[config.mk]
export PLATFORM = sky130hd
export DESIGN_NAME = dma_mm2s_lite_regs_flat
export DESIGN_NICKNAME = d
export VERILOG_FILES = /design/src/rtl/dma_regs_pkg.sv /design/src/rtl/dma_mm2s_lite_regs_if.sv /design/src/rtl/axi_lite_slave_if.sv /design/src/rtl/dma_mm2s_lite_regs.sv /design/src/flat_wrapper.sv
export SDC_FILE = /design/constraint.sdc
export NUM_CORES = 1
export LEC_CHECK = 0
export CAP_MARGIN = 30
export CORE_ASPECT_RATIO = 0.9
export CORE_UTILIZATION = 35
export CTS_CLUSTER_DIAMETER = 40
export CTS_CLUSTER_SIZE = 30
export DETAILED_ROUTE_END_ITERATION = 10
export DONT_BUFFER_PORTS = 1
export GPL_TIMING_DRIVEN = 0
export RECOVER_POWER = 100
export SLEW_MARGIN = 20
export SYNTH_ARGS = -nofsm -noshare
export SYNTH_HDL_FRONTEND = slang
export SYNTH_HIERARCHICAL = 1
export SYNTH_SLANG_ARGS = --single-unit
[constraint.sdc]
create_clock -name clk -period 6.3 [get_ports clk]
set_clock_uncertainty 0.2 [all_clocks]
set_input_delay 1.89 -clock clk [delete_from_list [all_inputs] [get_ports clk]]
set_output_delay 1.89 -clock clk [all_outputs]
set_load 0.01 [all_outputs]
[src/rtl/dma_regs_pkg.sv]
// Shared definitions for the MM2S DMA register model: register offsets,
// bit positions, AXI response codes, FSM state encoding and an offset
// decoder. The master-side control blocks import the same offsets.
package dma_regs_pkg;

  localparam logic [31:0] OFF_DMACR  = 32'h00;
  localparam logic [31:0] OFF_DMASR  = 32'h04;
  localparam logic [31:0] OFF_SA     = 32'h18;
  localparam logic [31:0] OFF_SA_MSB = 32'h1C;
  localparam logic [31:0] OFF_LENGTH = 32'h28;

  // DMACR bits
  localparam int BIT_RS        = 0;
  localparam int BIT_RESET     = 2;
  localparam int BIT_IOC_IRQEN = 12;
  // DMASR bits
  localparam int BIT_HALTED    = 0;
  localparam int BIT_IDLE      = 1;
  localparam int BIT_IOC_IRQ   = 12;

  localparam logic [1:0] RESP_OKAY   = 2'b00;
  localparam logic [1:0] RESP_SLVERR = 2'b10;

  typedef enum logic [1:0] {
    ST_IDLE = 2'd0,
    ST_CMD  = 2'd1,
    ST_BUSY = 2'd2
  } dma_state_e;

  typedef enum logic [2:0] {
    REG_DMACR  = 3'd0,
    REG_DMASR  = 3'd1,
    REG_SA     = 3'd2,
    REG_SA_MSB = 3'd3,
    REG_LENGTH = 3'd4,
    REG_NONE   = 3'd7
  } reg_sel_e;

  // Low two address bits are don't-care; every other bit must match.
  function automatic reg_sel_e decode_offset(input logic [31:0] addr);
    reg_sel_e sel;
    case (addr & ~32'h3)
      OFF_DMACR:  sel = REG_DMACR;
      OFF_DMASR:  sel = REG_DMASR;
      OFF_SA:     sel = REG_SA;
      OFF_SA_MSB: sel = REG_SA_MSB;
      OFF_LENGTH: sel = REG_LENGTH;
      default:    sel = REG_NONE;
    endcase
    return sel;
  endfunction

endpackage

[src/rtl/dma_mm2s_lite_regs_if.sv]
// AXI4-Lite bus bundle between a control master and the MM2S register model.
// master: drives AW/W/AR and bready/rready; slave: drives ready/B/R returns.
interface dma_mm2s_lite_regs_if #(
  parameter int ADDR_W = 10
);
  logic [ADDR_W-1:0] awaddr;
  logic              awvalid;
  logic              awready;
  logic [31:0]       wdata;
  logic              wvalid;
  logic              wready;
  logic [1:0]        bresp;
  logic              bvalid;
  logic              bready;
  logic [ADDR_W-1:0] araddr;
  logic              arvalid;
  logic              arready;
  logic [31:0]       rdata;
  logic [1:0]        rresp;
  logic              rvalid;
  logic              rready;

  modport master (
    output awaddr, awvalid, input awready,
    output wdata, wvalid, input wready,
    input bresp, bvalid, output bready,
    output araddr, arvalid, input arready,
    input rdata, rresp, rvalid, output rready
  );

  modport slave (
    input awaddr, awvalid, output awready,
    input wdata, wvalid, output wready,
    output bresp, bvalid, input bready,
    input araddr, arvalid, output arready,
    output rdata, rresp, rvalid, input rready
  );
endinterface

[src/rtl/axi_lite_slave_if.sv]
// AXI4-Lite responder front end: one-entry AW and W holding registers,
// B/R response registers and offset decode.
// Ports: clk, rst (async active-low), bus (slave modport),
//        wr_en/wr_sel/wr_data: single-cycle register write commit,
//        rd_sel: decode of the live araddr, rd_data: register value for it.
module axi_lite_slave_if
  import dma_regs_pkg::*;
#(
  parameter int ADDR_W = 10
) (
  input  logic                clk,
  input  logic                rst,
  dma_mm2s_lite_regs_if.slave bus,
  output logic                wr_en,
  output reg_sel_e            wr_sel,
  output logic [31:0]         wr_data,
  output reg_sel_e            rd_sel,
  input  logic [31:0]         rd_data
);

  logic              aw_full_q, aw_full_d;
  logic [ADDR_W-1:0] aw_addr_q, aw_addr_d;
  logic              w_full_q, w_full_d;
  logic [31:0]       w_data_q, w_data_d;
  logic              bvalid_q, bvalid_d;
  logic [1:0]        bresp_q, bresp_d;
  logic              rvalid_q, rvalid_d;
  logic [31:0]       rdata_q, rdata_d;
  logic [1:0]        rresp_q, rresp_d;

  logic awready, wready, arready;

  assign awready = ~aw_full_q & ~bvalid_q;
  assign wready  = ~w_full_q & ~bvalid_q;
  assign arready = ~rvalid_q;

  assign bus.awready = awready;
  assign bus.wready  = wready;
  assign bus.arready = arready;
  assign bus.bvalid  = bvalid_q;
  assign bus.bresp   = bresp_q;
  assign bus.rvalid  = rvalid_q;
  assign bus.rdata   = rdata_q;
  assign bus.rresp   = rresp_q;

  // Entries stay full until the B handshake, so bvalid_q gates a repeat commit.
  assign wr_en   = aw_full_q & w_full_q & ~bvalid_q;
  assign wr_sel  = decode_offset(32'(aw_addr_q));
  assign wr_data = w_data_q;
  assign rd_sel  = decode_offset(32'(bus.araddr));

  always_comb begin
    aw_full_d = aw_full_q;
    aw_addr_d = aw_addr_q;
    w_full_d  = w_full_q;
    w_data_d  = w_data_q;
    bvalid_d  = bvalid_q;
    bresp_d   = bresp_q;
    rvalid_d  = rvalid_q;
    rdata_d   = rdata_q;
    rresp_d   = rresp_q;

    if (bus.awvalid && awready) begin
      aw_full_d = 1'b1;
      aw_addr_d = bus.awaddr;
    end
    if (bus.wvalid && wready) begin
      w_full_d = 1'b1;
      w_data_d = bus.wdata;
    end
    if (wr_en) begin
      bvalid_d = 1'b1;
      bresp_d  = (wr_sel == REG_NONE) ? RESP_SLVERR : RESP_OKAY;
    end
    if (bvalid_q && bus.bready) begin
      bvalid_d  = 1'b0;
      aw_full_d = 1'b0;
      w_full_d  = 1'b0;
    end

    // rd_data reflects register state before any write committing this edge.
    if (bus.arvalid && arready) begin
      rvalid_d = 1'b1;
      rdata_d  = rd_data;
      rresp_d  = (rd_sel == REG_NONE) ? RESP_SLVERR : RESP_OKAY;
    end else if (rvalid_q && bus.rready) begin
      rvalid_d = 1'b0;
    end
  end

  always_ff @(posedge clk or negedge rst) begin
    if (!rst) begin
      aw_full_q <= 1'b0;
      aw_addr_q <= '0;
      w_full_q  <= 1'b0;
      w_data_q  <= '0;
      bvalid_q  <= 1'b0;
      bresp_q   <= RESP_OKAY;
      rvalid_q  <= 1'b0;
      rdata_q   <= '0;
      rresp_q   <= RESP_OKAY;
    end else begin
      aw_full_q <= aw_full_d;
      aw_addr_q <= aw_addr_d;
      w_full_q  <= w_full_d;
      w_data_q  <= w_data_d;
      bvalid_q  <= bvalid_d;
      bresp_q   <= bresp_d;
      rvalid_q  <= rvalid_d;
      rdata_q   <= rdata_d;
      rresp_q   <= rresp_d;
    end
  end

endmodule

[src/rtl/dma_mm2s_lite_regs.sv]
// MM2S DMA register model: DMACR/DMASR/SA/SA_MSB/LENGTH behind AXI4-Lite,
// issues one command per qualifying LENGTH write and raises a completion irq.
// Ports: clk, rst (async active-low), s_axi_lite (slave modport),
//        cmd_addr/cmd_len/cmd_valid/cmd_ready: data mover command,
//        xfer_done: completion pulse, mm2s_introut: level interrupt.
//
// state   | meaning
// IDLE    | no transfer; LENGTH/SA/SA_MSB writable
// CMD     | cmd_valid high, waiting for cmd_ready
// BUSY    | command accepted, waiting for xfer_done
module dma_mm2s_lite_regs
  import dma_regs_pkg::*;
#(
  parameter int LEN_W  = 26,
  parameter int ADDR_W = 10
) (
  input  logic                clk,
  input  logic                rst,
  dma_mm2s_lite_regs_if.slave s_axi_lite,
  output logic [63:0]         cmd_addr,
  output logic [LEN_W-1:0]    cmd_len,
  output logic                cmd_valid,
  input  logic                cmd_ready,
  input  logic                xfer_done,
  output logic                mm2s_introut
);

  dma_state_e       state_q, state_d;
  logic             rs_q, rs_d;
  logic             ien_q, ien_d;
  logic             irq_q, irq_d;
  logic [31:0]      sa_q, sa_d;
  logic [31:0]      sa_msb_q, sa_msb_d;
  logic [LEN_W-1:0] len_q, len_d;
  logic             introut_q, introut_d;

  logic        wr_en;
  reg_sel_e    wr_sel;
  logic [31:0] wr_data;
  reg_sel_e    rd_sel;
  logic [31:0] rd_data;
  logic        idle;
  logic        soft_rst;

  axi_lite_slave_if #(.ADDR_W(ADDR_W)) u_slave (
    .clk     (clk),
    .rst     (rst),
    .bus     (s_axi_lite),
    .wr_en   (wr_en),
    .wr_sel  (wr_sel),
    .wr_data (wr_data),
    .rd_sel  (rd_sel),
    .rd_data (rd_data)
  );

  assign idle     = (state_q == ST_IDLE);
  assign soft_rst = wr_en && (wr_sel == REG_DMACR) && wr_data[BIT_RESET];

  always_comb begin
    state_d  = state_q;
    rs_d     = rs_q;
    ien_d    = ien_q;
    irq_d    = irq_q;
    sa_d     = sa_q;
    sa_msb_d = sa_msb_q;
    len_d    = len_q;

    if (wr_en) begin
      case (wr_sel)
        REG_DMACR: begin
          rs_d  = wr_data[BIT_RS];
          ien_d = wr_data[BIT_IOC_IRQEN];
        end
        REG_DMASR:  if (wr_data[BIT_IOC_IRQ]) irq_d = 1'b0;
        REG_SA:     if (idle) sa_d = wr_data;
        REG_SA_MSB: if (idle) sa_msb_d = wr_data;
        REG_LENGTH: begin
          if (idle) begin
            len_d = wr_data[LEN_W-1:0];
            if (rs_q && (wr_data[LEN_W-1:0] != '0)) state_d = ST_CMD;
          end
        end
        default: ;
      endcase
    end

    // Evaluated after the W1C so a same-cycle completion keeps the irq set.
    case (state_q)
      ST_CMD:  if (cmd_ready) state_d = ST_BUSY;
      ST_BUSY: begin
        if (xfer_done) begin
          state_d = ST_IDLE;
          irq_d   = 1'b1;
        end
      end
      default: ;
    endcase

    if (soft_rst) begin
      state_d  = ST_IDLE;
      rs_d     = 1'b0;
      ien_d    = 1'b0;
      irq_d    = 1'b0;
      sa_d     = '0;
      sa_msb_d = '0;
      len_d    = '0;
    end

    introut_d = irq_d & ien_d;
  end

  always_comb begin
    rd_data = '0;
    case (rd_sel)
      REG_DMACR: begin
        rd_data[BIT_RS]        = rs_q;
        rd_data[BIT_IOC_IRQEN] = ien_q;
      end
      REG_DMASR: begin
        rd_data[BIT_HALTED]  = ~rs_q & idle;
        rd_data[BIT_IDLE]    = idle;
        rd_data[BIT_IOC_IRQ] = irq_q;
      end
      REG_SA:     rd_data = sa_q;
      REG_SA_MSB: rd_data = sa_msb_q;
      REG_LENGTH: rd_data[LEN_W-1:0] = len_q;
      default: ;
    endcase
  end

  always_ff @(posedge clk or negedge rst) begin
    if (!rst) begin
      state_q   <= ST_IDLE;
      rs_q      <= 1'b0;
      ien_q     <= 1'b0;
      irq_q     <= 1'b0;
      sa_q      <= '0;
      sa_msb_q  <= '0;
      len_q     <= '0;
      introut_q <= 1'b0;
    end else begin
      state_q   <= state_d;
      rs_q      <= rs_d;
      ien_q     <= ien_d;
      irq_q     <= irq_d;
      sa_q      <= sa_d;
      sa_msb_q  <= sa_msb_d;
      len_q     <= len_d;
      introut_q <= introut_d;
    end
  end

  assign cmd_addr     = {sa_msb_q, sa_q};
  assign cmd_len      = len_q;
  assign cmd_valid    = (state_q == ST_CMD);
  assign mm2s_introut = introut_q;

endmodule

[src/flat_wrapper.sv]
// flat-port wrapper written by rule: the top's interface ports become plain ports
module dma_mm2s_lite_regs_flat import dma_regs_pkg::*;
#(
  parameter int LEN_W  = 26,
  parameter int ADDR_W = 10
)
  (clk, rst, cmd_addr, cmd_len, cmd_valid, cmd_ready, xfer_done, mm2s_introut, s_axi_lite_awaddr, s_axi_lite_awvalid, s_axi_lite_awready, s_axi_lite_wdata, s_axi_lite_wvalid, s_axi_lite_wready, s_axi_lite_bresp, s_axi_lite_bvalid, s_axi_lite_bready, s_axi_lite_araddr, s_axi_lite_arvalid, s_axi_lite_arready, s_axi_lite_rdata, s_axi_lite_rresp, s_axi_lite_rvalid, s_axi_lite_rready);
  dma_mm2s_lite_regs_if #(.ADDR_W(ADDR_W)) s_axi_lite_i ();
  input  logic clk;
  input  logic rst;
  output logic [63:0] cmd_addr;
  output logic [LEN_W-1:0] cmd_len;
  output logic cmd_valid;
  input  logic cmd_ready;
  input  logic xfer_done;
  output logic mm2s_introut;
  input wire logic [$bits(s_axi_lite_i.awaddr)-1:0] s_axi_lite_awaddr;
  input wire logic [$bits(s_axi_lite_i.awvalid)-1:0] s_axi_lite_awvalid;
  output wire logic [$bits(s_axi_lite_i.awready)-1:0] s_axi_lite_awready;
  input wire logic [$bits(s_axi_lite_i.wdata)-1:0] s_axi_lite_wdata;
  input wire logic [$bits(s_axi_lite_i.wvalid)-1:0] s_axi_lite_wvalid;
  output wire logic [$bits(s_axi_lite_i.wready)-1:0] s_axi_lite_wready;
  output wire logic [$bits(s_axi_lite_i.bresp)-1:0] s_axi_lite_bresp;
  output wire logic [$bits(s_axi_lite_i.bvalid)-1:0] s_axi_lite_bvalid;
  input wire logic [$bits(s_axi_lite_i.bready)-1:0] s_axi_lite_bready;
  input wire logic [$bits(s_axi_lite_i.araddr)-1:0] s_axi_lite_araddr;
  input wire logic [$bits(s_axi_lite_i.arvalid)-1:0] s_axi_lite_arvalid;
  output wire logic [$bits(s_axi_lite_i.arready)-1:0] s_axi_lite_arready;
  output wire logic [$bits(s_axi_lite_i.rdata)-1:0] s_axi_lite_rdata;
  output wire logic [$bits(s_axi_lite_i.rresp)-1:0] s_axi_lite_rresp;
  output wire logic [$bits(s_axi_lite_i.rvalid)-1:0] s_axi_lite_rvalid;
  input wire logic [$bits(s_axi_lite_i.rready)-1:0] s_axi_lite_rready;
  assign s_axi_lite_i.awaddr = s_axi_lite_awaddr;
  assign s_axi_lite_i.awvalid = s_axi_lite_awvalid;
  assign s_axi_lite_awready = s_axi_lite_i.awready;
  assign s_axi_lite_i.wdata = s_axi_lite_wdata;
  assign s_axi_lite_i.wvalid = s_axi_lite_wvalid;
  assign s_axi_lite_wready = s_axi_lite_i.wready;
  assign s_axi_lite_bresp = s_axi_lite_i.bresp;
  assign s_axi_lite_bvalid = s_axi_lite_i.bvalid;
  assign s_axi_lite_i.bready = s_axi_lite_bready;
  assign s_axi_lite_i.araddr = s_axi_lite_araddr;
  assign s_axi_lite_i.arvalid = s_axi_lite_arvalid;
  assign s_axi_lite_arready = s_axi_lite_i.arready;
  assign s_axi_lite_rdata = s_axi_lite_i.rdata;
  assign s_axi_lite_rresp = s_axi_lite_i.rresp;
  assign s_axi_lite_rvalid = s_axi_lite_i.rvalid;
  assign s_axi_lite_i.rready = s_axi_lite_rready;
  dma_mm2s_lite_regs #(.LEN_W(LEN_W), .ADDR_W(ADDR_W)) u_core (.clk(clk), .rst(rst), .s_axi_lite(s_axi_lite_i), .cmd_addr(cmd_addr), .cmd_len(cmd_len), .cmd_valid(cmd_valid), .cmd_ready(cmd_ready), .xfer_done(xfer_done), .mm2s_introut(mm2s_introut));
endmodule
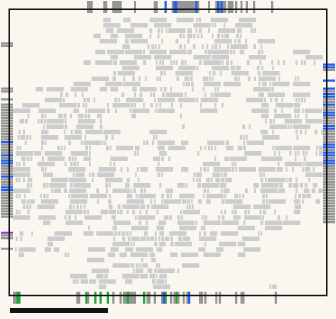
Figure 1: run 1, ports around the boundary.
Bar = 50 µm. Pins as bars across the die edge, other pins in grey.
[s_axi_lite_rdata] blue | pins: 32 | direction: output | edge: 17 right, 7 left, 6 top, 2 bottom
[s_axi_lite_wvalid] purple | pins: 1 | direction: input | edge: left
[s_axi_lite_awaddr] green | pins: 10 | direction: input | edge: bottom
Die Span X: 161 µm
Vert. Die Dim: 145 µm
Port Buf Inserts: 0

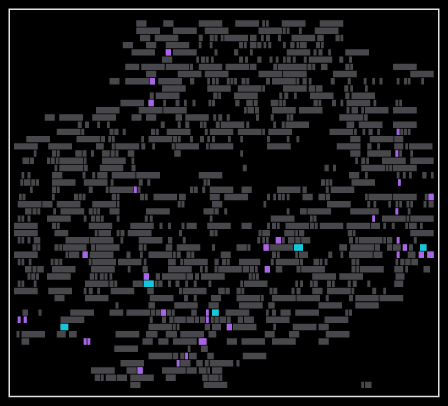
Figure 2: run 1, gate families picked out.
[non-inverting ao/oa cells] cyan | cells: 5
[nor cells] purple | cells: 32

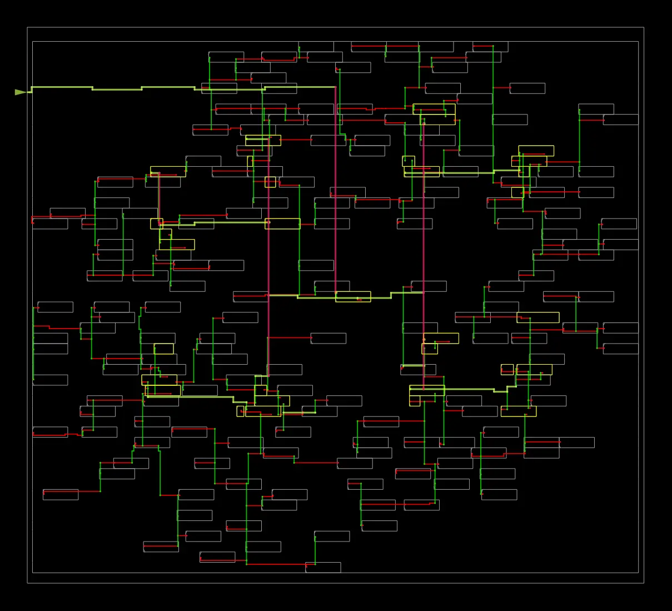
Figure 3: run 1, the clock network.
cts bufs inserted: 17
clk sink count: 174
flop count: 174
Latency at later pin: 440 ps

==> CHANGELOG.md, run 1 <==
### Physical design

* Outcome: finished clean
* Int Power at 0.00222 W
* Worst Tran Pin Value at 1080 ps
* CTS Buffer Depth at 2
* Chip Area, Yosys at 7970 µm²
* Flip-flops with a built-in enable at 0
* Layout area overhead at 8.46%
* Fraction of registers with async set or reset after synthesis at 1.00
* HPWL Detailed at 17200 µm
* WHS Path Cells at 1
* Inst Count DP at 1086
* Total grt overflow at 0
* Power in the clock group at 0.00109 W
* Clock network share of area at 0.0688
* Min Tclk post-route at 4810 ps
* DR WL met3 at 2500 µm
* Fin util at 0.394
* Area of the multi-input gates at 2980 µm²
* FF-to-FF path depth at 7
* Top sig layer: met5
* Mux area share at 0.0875
* Slowest cell on crit path: or4_1
* Fp_density at 0.363
* Via density at 5.26
* First-pass GRT wire length at 37400 µm
* WP depth at 11
* Crit path capture: u_core/u_slave/bus.rdata[13]
* Number of max-cap violations at 0
* Yosys warning count at 6
* Tot GR Track Use at 0.214
* Leak Pwr at 3.92 nW
* Share of power burned in registers at 0.523
* Worst vdd ir at 0.000143 V
* RSZ-0062 raised after global routing: no
* Comb area share at 0.345
* Critical path class: input port to register
* Invs w/o clock at 9
* Final period util at 0.763
* Worst r2r dst: u_core/sa_msb_q[24]
* Adder Area Share at 0.00471
* Initial antenna violation count at 3
* Boundary Pins at 194
* Final number of hold-violating endpoints at 0
* Largest net degree at the start of global routing at 175
* Fmax at 0.208 GHz
* Worst slack at placement at 1550 ps
* GR Util met2 at 0.325
* Hold path start: u_core/u_slave/wr_data[27]
* Max-area cell share at 0.546
* Crit. End Element: register
* Fin nets at 878
* Ys cells at 794
* Simple-gate share of the synthesized area at 0.176
* Sw frac at 0.335
* Largest power group: sequential cells
* Combinational power at 0.000510 W
* Top Layout Cells: 273 x nand2_1, 174 x dfrtp_1, 95 x o21ai_0
* Number of logic gates at 558
* Worst-path cell chain: or4_1 -> or3_1 -> nor2b_1 -> clkbuf_1 -> and2_0 -> clkbuf_1 -> clkbuf_1 -> nand2_1 -> o21ai_0 -> nand2_1 -> nand2_1
* Setup TNS at 0 ps
* Largest logic family: simple AND/OR/NAND/NOR gates
* Fillers at 2260
* Met1 Routed Length at 10400 µm
* Core Rows at 51
* DR pass1 iterations at 5
* Final Non-Filler Cells at 1119
* Hold buffer count at cts at 0
* Leading cell kind: sequential cells
* Synth Flop Type: dfrtp_1
* Synth top area cells: dfrtp_1 55%, nand2_1 13%, mux2_4 5.7%
* Yosys xor share at 0.00440
* CP top delay family: simple AND/OR/NAND/NOR gates
* Synth area leader: dfrtp_1
* Total Wirelength at 24300 µm
* Seq area share at 0.504
* Antenna Nets Post-Route at 0
* Synth flops at 174
* CP Data Required Time at 6470 ps
* Setup violations, final at 0
* Number of diodes at 1
* Startpoint Class: input port
* Tool warning count at 35
* Clkbuf count at 19
* DR WL met2 at 11000 µm
* Mapped Cells at 794
* Via Count at 5887
* DRC at 0
* Root buf cell: clkbuf_16
* WL per Instance at 21.8 µm
* Iter 0 DRT Violations at 458
* Endpoint, Worst Hold: u_core/u_slave/wr_data[27]
* Hold Crit Class: register to register
* GR Util met1 at 0.275
* Slew headroom at 0.271
* Slew Viols, Final at 0
* P_seq at 0.00175 W
* Core Footprint at 22000 µm²
* Sw power at 0.00112 W
* Design Area, Final at 8640 µm²
* Mapped cell area at 7970 µm²
* Clock-pin transition on the worst setup and hold timing paths at 70 ps
* NonClk Buf Share at 0.0359
* CTS H-tree depth at 4
* Crit-path max cell delay at 590 ps
* Post-CTS setup buffer count at 0
* Cell Pwr Density at 387 nW/µm²
* CTS tree: yes
* Tap cell count at 291
Figure 4. Routed metal per tile (run 1).
32 x 29 tiles, from white (low) to dark blue (high), scaled to the fullest tile. Values are wire area over tile area, all layers added.
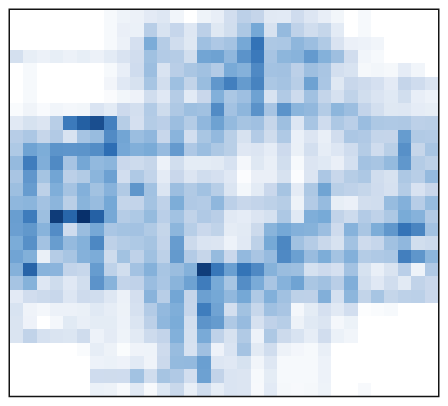

--- run 2 (diff from run 1) ---
==> constraint.sdc (replaced) <==
create_clock -name clk -period 5.04 [get_ports clk]
set_clock_uncertainty 0.2 [all_clocks]
set_input_delay 1.512 -clock clk [delete_from_list [all_inputs] [get_ports clk]]
set_output_delay 1.512 -clock clk [all_outputs]
set_load 0.01 [all_outputs]
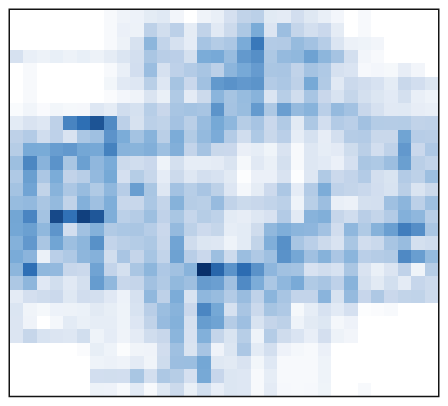
Figure 5: run 2, routed metal per tile.
32 x 29 tiles, from white (low) to dark blue (high), scaled to the fullest tile. Values are wire area over tile area, all layers added.
fullest tile: 0.73
emptiest ninth of the die: bottom right
tiles over half the peak: 8.1%

==> run 2 against run 1 <==
  * Hold slack got worse by 2.0 ps
  * Area after synthesis did not move
  * Non-clock buffer count unchanged
  * Count of clock-buffer cells in the layout unchanged
  * Clock power grew 25%
  * Largest cell class unchanged
  * Sequential power increased by 25%
  * Via count rose by 0.44%
  * Wire length down 0.12%
  * Critical path depth did not move
  * Highest routed layer unchanged
  * Synthesized cell count unchanged
  * Global-route usage unchanged
  * Critical path type unchanged
  * First-iteration DRC count grew 0.87%
==> CHANGELOG.md, run 2 <==
### Physical design

* Outcome: finished clean
* Bufs w/o clock at 54
* Layout area overhead at 8.49% (about the same)
* Critical path class: input port to register
* Leading cell kind: sequential cells
* CTS H-tree depth at 4 (unchanged)
* Tap cell count at 291 (unchanged)
* Int Power at 0.00278 W (+25%)
* Root buf cell: clkbuf_16
* Cts bufs inserted at 17 (unchanged)
* NonClk Buf Share at 0.0362 (+0.000279)
* Antenna Nets Post-Route at 0 (unchanged)
* Number of max-cap violations at 0 (unchanged)
* Synth area leader: dfrtp_1
* DRC at 0 (unchanged)
* Most frequent logic cell in the layout: nand2_1
* Worst Setup SP: s_axi_lite_araddr[7]
* Sw frac at 0.335 (about the same)
* Clock network share of area at 0.0687 (about the same)
* Ys cells at 794 (unchanged)
* Worst slack at placement at 665 ps (-882 ps)
* Worst r2r dst: u_core/sa_msb_q[24]
* Latency at later pin at 440 ps (about the same)
* Number of diodes at 1 (unchanged)
* Setup TNS at 0 ps (unchanged)
* Crit-path max cell delay at 590 ps (about the same)
* Flip-flops with a built-in enable at 0 (unchanged)
* Post-CTS setup buffer count at 0 (unchanged)
* Clock-pin transition on the worst setup and hold timing paths at 70 ps (about the same)
* P_seq at 0.00218 W (+25%)
* WL per Instance at 21.7 µm (-0.12%)
* Largest logic family: simple AND/OR/NAND/NOR gates
* WP depth at 11 (unchanged)
* Worst vdd ir at 0.000179 V (+25%)
* DR pass1 iterations at 5 (unchanged)
* CTS Buffer Depth at 2 (unchanged)
* Simple-gate share of the synthesized area at 0.176 (unchanged)
* Slew Viols, Final at 0 (unchanged)
* Comb area share at 0.345 (about the same)
* Synth top area cells: dfrtp_1 55%, nand2_1 13%, mux2_4 5.7%
* Via Count at 5913 (+0.44%)
* CTS tree: yes
* Crit. End Element: register
* Combinational power at 0.000638 W (+25%)
* Comb power frac at 0.153
* Slew headroom at 0.271 (about the same)
* Fp_density at 0.363 (unchanged)
* GR Util met1 at 0.275 (unchanged)
* Fraction of registers with async set or reset after synthesis at 1.00 (unchanged)
* Inst Count DP at 1086 (unchanged)
* Fillers at 2260 (unchanged)
* Share of power burned in registers at 0.523 (about the same)
* Synth Flop Type: dfrtp_1
* Fin nets at 878 (unchanged)
* Setup violations, final at 0 (unchanged)
* Die area at 23400 µm²
* HPWL Detailed at 17200 µm (unchanged)
* Vert. Die Dim at 145 µm (unchanged)
* Yosys warning count at 6 (unchanged)
* Worst Hold Margin at 290 ps
* Yosys xor share at 0.00440 (unchanged)
* Mapped Cells at 794 (unchanged)
* Via density at 5.28 (+0.44%)
* Startpoint Class: input port
* Fmax at 0.238 GHz
* Total Wirelength at 24300 µm (-0.12%)
* Largest net degree at the start of global routing at 175 (unchanged)
* DR WL met2 at 11000 µm (-0.25%)
* Tool warning count at 35 (unchanged)
* Port Buf Inserts at 0 (unchanged)
* Chip Area, Yosys at 7970 µm² (unchanged)
* Boundary Pins at 194 (unchanged)
* Final Non-Filler Cells at 1119 (unchanged)
* CP Data Required Time at 5210 ps (-1260 ps)
* Total grt overflow at 0 (unchanged)
* GR Util met2 at 0.325 (unchanged)
* Hold path start: u_core/u_slave/wr_data[27]
* Sw power at 0.00140 W (+25%)
* Hold buffer count at cts at 0 (unchanged)
* Die Span X at 161 µm (unchanged)
* Mapped cell area at 7970 µm² (unchanged)
* Endpoint, Worst Hold: u_core/u_slave/wr_data[27]
* Most frequent cells after synthesis: 273 x nand2_1, 174 x dfrtp_1, 36 x o21ai_1
* Crit path capture: u_core/u_slave/bus.rdata[14]
* Max-area cell share at 0.546 (unchanged)
* RSZ-0062 raised after global routing: no
* FF-to-FF path depth at 7 (unchanged)
* Worst-path cell chain: or4_1 -> or3_1 -> nor2b_1 -> clkbuf_1 -> and2_0 -> clkbuf_1 -> buf_2 -> nand2_1 -> o21ai_0 -> nand2_1 -> nand2_1
* WHS Path Cells at 1 (unchanged)
* Final number of hold-violating endpoints at 0 (unchanged)
* Core Footprint at 22000 µm² (unchanged)
* Met1 Routed Length at 10400 µm (-0.57%)
* Design Area, Final at 8650 µm² (about the same)
* CP top delay family: simple AND/OR/NAND/NOR gates
* Tot GR Track Use at 0.214 (unchanged)
* Most frequent cell after synthesis: nand2_1
* CTS-repair resized insts at 0
* Cell Pwr Density at 483 nW/µm² (+25%)
* Top sig layer: met5
* Number of logic gates at 558 (unchanged)
* Flop count at 174 (unchanged)
* Initial antenna violation count at 3 (unchanged)
* Iter 0 DRT Violations at 462 (+0.87%)
* Seq area share at 0.504 (about the same)
* Fin util at 0.394 (about the same)
* Worst Tran Pin Value at 1080 ps (-0.000328 ps)
* Slowest cell on crit path: or4_1
* Final period util at 0.835
* Min Tclk post-route at 4210 ps
* DR WL met3 at 2550 µm (+2.0%)
* Area of the multi-input gates at 2980 µm² (unchanged)
* Clk sink count at 174 (unchanged)
* Largest power group: sequential cells
* Hold Crit Class: register to register
* Invs w/o clock at 9 (unchanged)
* First-pass GRT wire length at 37400 µm (unchanged)
* Adder Area Share at 0.00471 (unchanged)
* Leak Pwr at 3.93 nW (+0.22%)
* Mux area share at 0.0875 (unchanged)
* Core Rows at 51 (unchanged)
* Synth flops at 174 (unchanged)
* Top Layout Cells: 273 x nand2_1, 174 x dfrtp_1, 95 x o21ai_0
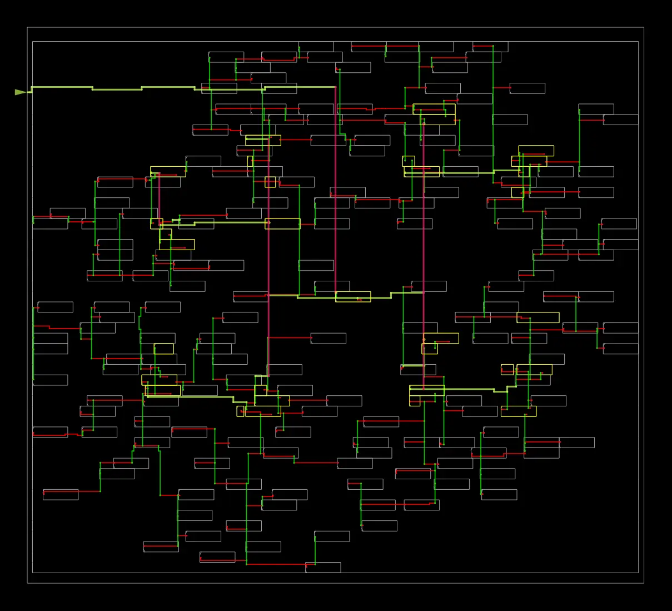
Figure 6: run 2, the clock network.
clkbuf count: 19
power in the clock group: 0.00136 W

Power figures rest on the tool's default switching activity, not on a simulated workload.
